[config.mk]
export PLATFORM = sky130hd
export DESIGN_NAME = dice_roll_controller
export DESIGN_NICKNAME = d
export VERILOG_FILES = /design/src/rtl/dice_roll_controller.sv
export SDC_FILE = /design/constraint.sdc
export NUM_CORES = 1
export LEC_CHECK = 0
export ABC_AREA = 1
export CAP_MARGIN = 20
export CELL_PAD_IN_SITES_DETAIL_PLACEMENT = 1
export CELL_PAD_IN_SITES_GLOBAL_PLACEMENT = 1
export CORE_AREA = 2 2 113 115
export DETAILED_ROUTE_END_ITERATION = 10
export DIE_AREA = 0 0 115 117
export PLACE_DENSITY_LB_ADDON = 0.3
export SYNTH_ARGS = -nofsm -noshare
export SYNTH_HDL_FRONTEND = slang
export SYNTH_SLANG_ARGS = --single-unit
export TNS_END_PERCENT = 1
[constraint.sdc]
create_clock -name clk -period 2.52 [get_ports clk]
set_input_delay 0.378 -clock clk [delete_from_list [all_inputs] [get_ports clk]]
set_output_delay 0.378 -clock clk [all_outputs]
set_load 0.05 [all_outputs]
[src/rtl/dice_roll_controller.sv]
// Roll sequencer for the dice roller: button synchronizer, free-running LFSR,
// spin animation, rejection-sampled reduction to a face value, and result hold.
module dice_roll_controller #(
    parameter int ROLL_CYCLES = 1024,
    parameter int ANIM_DIV    = 64
) (
    input  logic       clk,
    input  logic       reset,
    input  logic       roll_btn,
    input  logic [7:0] dip_switch,
    output logic [6:0] disp_value,
    output logic [1:0] disp_mode,
    output logic [6:0] result,
    output logic       result_valid,
    output logic       busy
);

    typedef enum logic [1:0] {
        IDLE   = 2'd0,
        ROLL   = 2'd1,
        REDUCE = 2'd2,
        DONE   = 2'd3
    } state_t;

    localparam logic [15:0] LFSR_SEED = 16'hACE1;
    localparam logic [15:0] LFSR_MASK = 16'hB400;
    localparam logic [15:0] ROLL_LAST = 16'(ROLL_CYCLES - 1);
    localparam logic [15:0] ANIM_LAST = 16'(ANIM_DIV - 1);

    localparam logic [1:0] MODE_BLANK  = 2'd0;
    localparam logic [1:0] MODE_SPIN   = 2'd1;
    localparam logic [1:0] MODE_RESULT = 2'd2;

    state_t      state;
    logic        btn_sync1;
    logic        btn_sync2;
    logic        btn_prev;
    logic        press;
    logic [15:0] lfsr;
    logic [15:0] lfsr_next;
    logic [15:0] roll_cnt;
    logic [15:0] anim_cnt;
    logic [6:0]  die_n;
    logic [8:0]  die_limit;
    logic [7:0]  sample;
    logic [6:0]  sel_n;
    logic [8:0]  sel_limit;
    logic [6:0]  spin_digit;
    logic        dip_unused;

    assign dip_unused = ^dip_switch[7:3];
    assign press      = btn_sync2 & ~btn_prev;
    assign lfsr_next  = {1'b0, lfsr[15:1]} ^ (lfsr[0] ? LFSR_MASK : 16'h0000);
    assign spin_digit = {3'b000, lfsr[3:0]} + 7'd1;

    // Limit is the largest multiple of N not above 256, so samples below it
    // reduce to a uniform face value.
    // NOTE: every combinational output gets a default before the case so no latch is inferred.
    always_comb begin
        sel_n     = 7'd4;
        sel_limit = 9'd256;
        case (dip_switch[2:0])
            3'd0: begin sel_n = 7'd4;   sel_limit = 9'd256; end
            3'd1: begin sel_n = 7'd6;   sel_limit = 9'd252; end
            3'd2: begin sel_n = 7'd8;   sel_limit = 9'd256; end
            3'd3: begin sel_n = 7'd10;  sel_limit = 9'd250; end
            3'd4: begin sel_n = 7'd12;  sel_limit = 9'd252; end
            3'd5: begin sel_n = 7'd20;  sel_limit = 9'd240; end
            3'd6: begin sel_n = 7'd100; sel_limit = 9'd200; end
            3'd7: begin sel_n = 7'd2;   sel_limit = 9'd256; end
            default: begin sel_n = 7'd4; sel_limit = 9'd256; end
        endcase
    end

    // NOTE: all state is updated with non-blocking assignments so every flop samples pre-edge values.
    always_ff @(posedge clk or posedge reset) begin
        if (reset) begin
            state        <= IDLE;
            btn_sync1    <= 1'b0;
            btn_sync2    <= 1'b0;
            btn_prev     <= 1'b0;
            lfsr         <= LFSR_SEED;
            roll_cnt     <= 16'd0;
            anim_cnt     <= 16'd0;
            die_n        <= 7'd4;
            die_limit    <= 9'd256;
            sample       <= 8'd0;
            disp_value   <= 7'd0;
            disp_mode    <= MODE_BLANK;
            result       <= 7'd0;
            result_valid <= 1'b0;
            busy         <= 1'b0;
        end else begin
            btn_sync1 <= roll_btn;
            btn_sync2 <= btn_sync1;
            btn_prev  <= btn_sync2;
            lfsr      <= lfsr_next;

            case (state)
                IDLE, DONE: begin
                    if (press) begin
                        die_n        <= sel_n;
                        die_limit    <= sel_limit;
                        roll_cnt     <= 16'd0;
                        anim_cnt     <= 16'd0;
                        disp_value   <= spin_digit;
                        disp_mode    <= MODE_SPIN;
                        busy         <= 1'b1;
                        result_valid <= 1'b0;
                        state        <= ROLL;
                    end
                end

                ROLL: begin
                    if (roll_cnt == ROLL_LAST) begin
                        sample <= lfsr[7:0];
                        state  <= REDUCE;
                    end else begin
                        roll_cnt <= roll_cnt + 16'd1;
                        // The digit shown in ROLL cycle 0 was loaded on the press edge.
                        if (anim_cnt == ANIM_LAST) begin
                            anim_cnt   <= 16'd0;
                            disp_value <= spin_digit;
                        end else begin
                            anim_cnt <= anim_cnt + 16'd1;
                        end
                    end
                end

                REDUCE: begin
                    if ({1'b0, sample} >= die_limit) begin
                        sample <= lfsr[7:0];
                    end else if (sample >= {1'b0, die_n}) begin
                        sample <= sample - {1'b0, die_n};
                    end else begin
                        result       <= sample[6:0] + 7'd1;
                        disp_value   <= sample[6:0] + 7'd1;
                        disp_mode    <= MODE_RESULT;
                        busy         <= 1'b0;
                        result_valid <= 1'b1;
                        state        <= DONE;
                    end
                end

                default: state <= IDLE;
            endcase
        end
    end

endmodule
**Floorplan with the power grid**

Bar = 20 microns. Pins as bars on the die edge. Tap cells in grey.
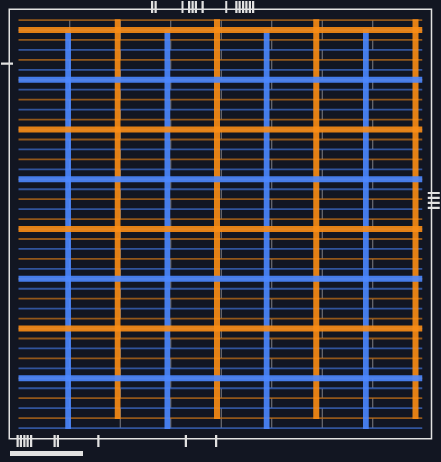
Key: VSS = blue; VDD = orange
29 signal pins sit on the boundary. 8 straps on met5. 150 tap cells. The core has 41 rows. 42 met1 rails follow the rows.
die width: 115 microns
Die Ht: 117 microns
core area: 12310 sq um
peak supply drop: 0.6816 mV

**Cell classes on the final placement**

Bar = 20 microns.
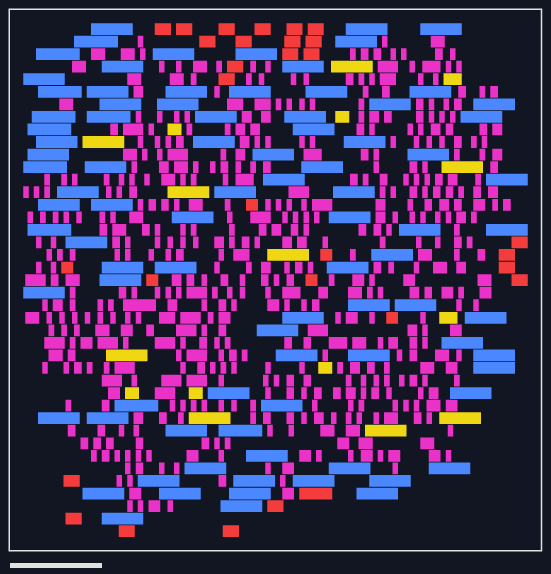
Key: registers = blue [cells 88, share of their area 41%]; remaining buffers and delay cells = red [cells 30, share of their area 5.4%]; clock drivers and dummy loads = yellow [cells 16, share of their area 5.4%]; remaining logic cells = magenta [cells 512, share of their area 48%]
# rows: 41
fin util: 0.4565
fin area: 5620 sq um
Seq/total area: 0.3940

**Clock wires, drivers and flops**

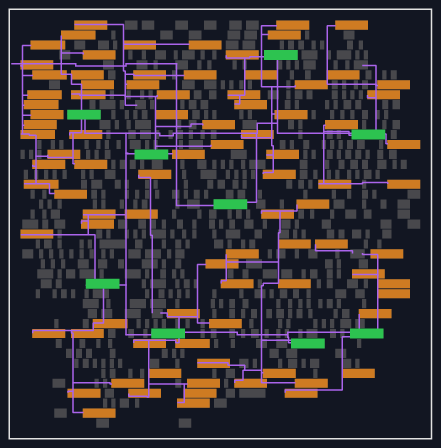
Key: flip-flops = orange [count 88]; clock-net drivers = green [count 9]; clock wires = purple [length 1360 microns]
There are 10 routed clock nets.
Clk power: 0.00136 W
clock group share of total power: 0.218

==> reports/results.tsv <==
stage	metric	value	unit
run_status	status	finished clean	
placement	Port Buf Inserts	23	
logic_synthesis	synth cell count leaders	nand2_1, dfrtp_1, inv_1, nor2_1, nand3_1	
placement	Placer Congestion	0.8115	
power_and_ir_drop	Comb pwr share	0.488	
logic_synthesis	area share, top type	0.3955	
power_and_ir_drop	Power Internal	0.003272	W
logic_synthesis	Mapped Cells	616	
power_and_ir_drop	Power Combinational	0.00306	W
timing	Achievable Freq	436.7	MHz
setup_path	Critical Path Sink	sample[3]$_DFFE_PP0P_	
logic_synthesis	adder share	0.05477	
global_route	first-pass GRT wire length	21460	microns
logic_synthesis	yosys xor share	0.04615	
power_and_ir_drop	top power group	combinational cells	
logic_synthesis	unique cell type count in the Yosys netlist	36	
final_layout	nets	673	
route	vias per cell	5.175	
clock_tree	CTS max path bufs	2	
timing	minimum clock period	2.290	ns
final_layout	proportion of layout cells with a drive suffix above 1	0.08514	
timing	Setup-failing EPs final	0	
logic_synthesis	cell type with the largest total area	dfrtp_1	
route	WL final	12430	microns
logic_synthesis	post-synth net total	648	
setup_path	FF-to-FF setup slack	0.23	ns
logic_synthesis	Post-Syn Area	4935	sq um
power_and_ir_drop	sequential cell power	0.00185	W
final_layout	non-filler cells, final	796	
min_path	worst min path class	flip-flop to flip-flop	
final_layout	most frequent logic cell in the layout	nand2_1	
min_path	hold path start	lfsr[12]$_DFF_PP0_	
setup_path	startpoint types	flip-flop	
logic_synthesis	Main synth FF type	dfrtp_1	
[per-layer routing]
metal  track usage  share of wire  up-vias  wire [microns]
met1        0.2518           0.46     2015            5715
met3       0.04737          0.020       13             253
met5             0              0        -               0
li1              -              -     2065               -
met4       0.05944          0.012        0             146
met2        0.3553           0.51       26            6311
[metrics by stage]
| stage | hold slack (ns) | area (sq um) | power [W] | setup slack, ns |
|---|---|---|---|---|
| floorplan | 0.3312 | 4938 | 0.004164 | 0.6730 |
| finish | 0.3577 | 5620 | 0.006267 | 0.2301 |
| detailed placement | 0.3379 | 5324 | 0.004937 | 0.2140 |
| global route | 0.3619 | 5620 | 0.006780 | 0.01083 |
| global placement | 0.3393 | 5324 | 0.004815 | 0.3360 |
| CTS | 0.3608 | 5615 | 0.006332 | 0.1911 |
[final cells by class]
type                    count  area (sq um)  area share
clock buffers               9         225.2     0.04007
clock inverters             7         66.31     0.01180
inverters                  66         251.5     0.04475
multi-input cells         446          2380      0.4234
flip-flops and latches     88          2215      0.3940
well taps                 150         187.7     0.03339
repair buffers             30         295.3     0.05254
[state kept, by name, indices dropped and copies added (netlist names)]
signal        count
anim_cnt         16
lfsr             16
roll_cnt         16
sample            8
disp_value        7
result            7
die_limit         6
die_n             5
state             2
btn_prev          1
btn_sync1         1
btn_sync2         1
disp_mode         1
result_valid      1
[critical path, stage by stage, from the launching register on]
cell     delay (ns)
dfrtp_1        0.48
ha_1           0.40
a21oi_1        0.21
nand2_1        0.12
nand2_1        0.12
nand3_2        0.13
nor2_1         0.24
nand2_4        0.17
nand2_1        0.11
nor2_2         0.08
nand2_1        0.07
nand2_1        0.06
[what timing repair did]
| action | CTS | global route |
|---|---|---|
| setup endpoints to repair | 0 | 3 |
| resized | 0 | 1 |
| buffers inserted | 0 | 0 |
Power figures rest on the tool's default switching activity, not on a simulated workload.
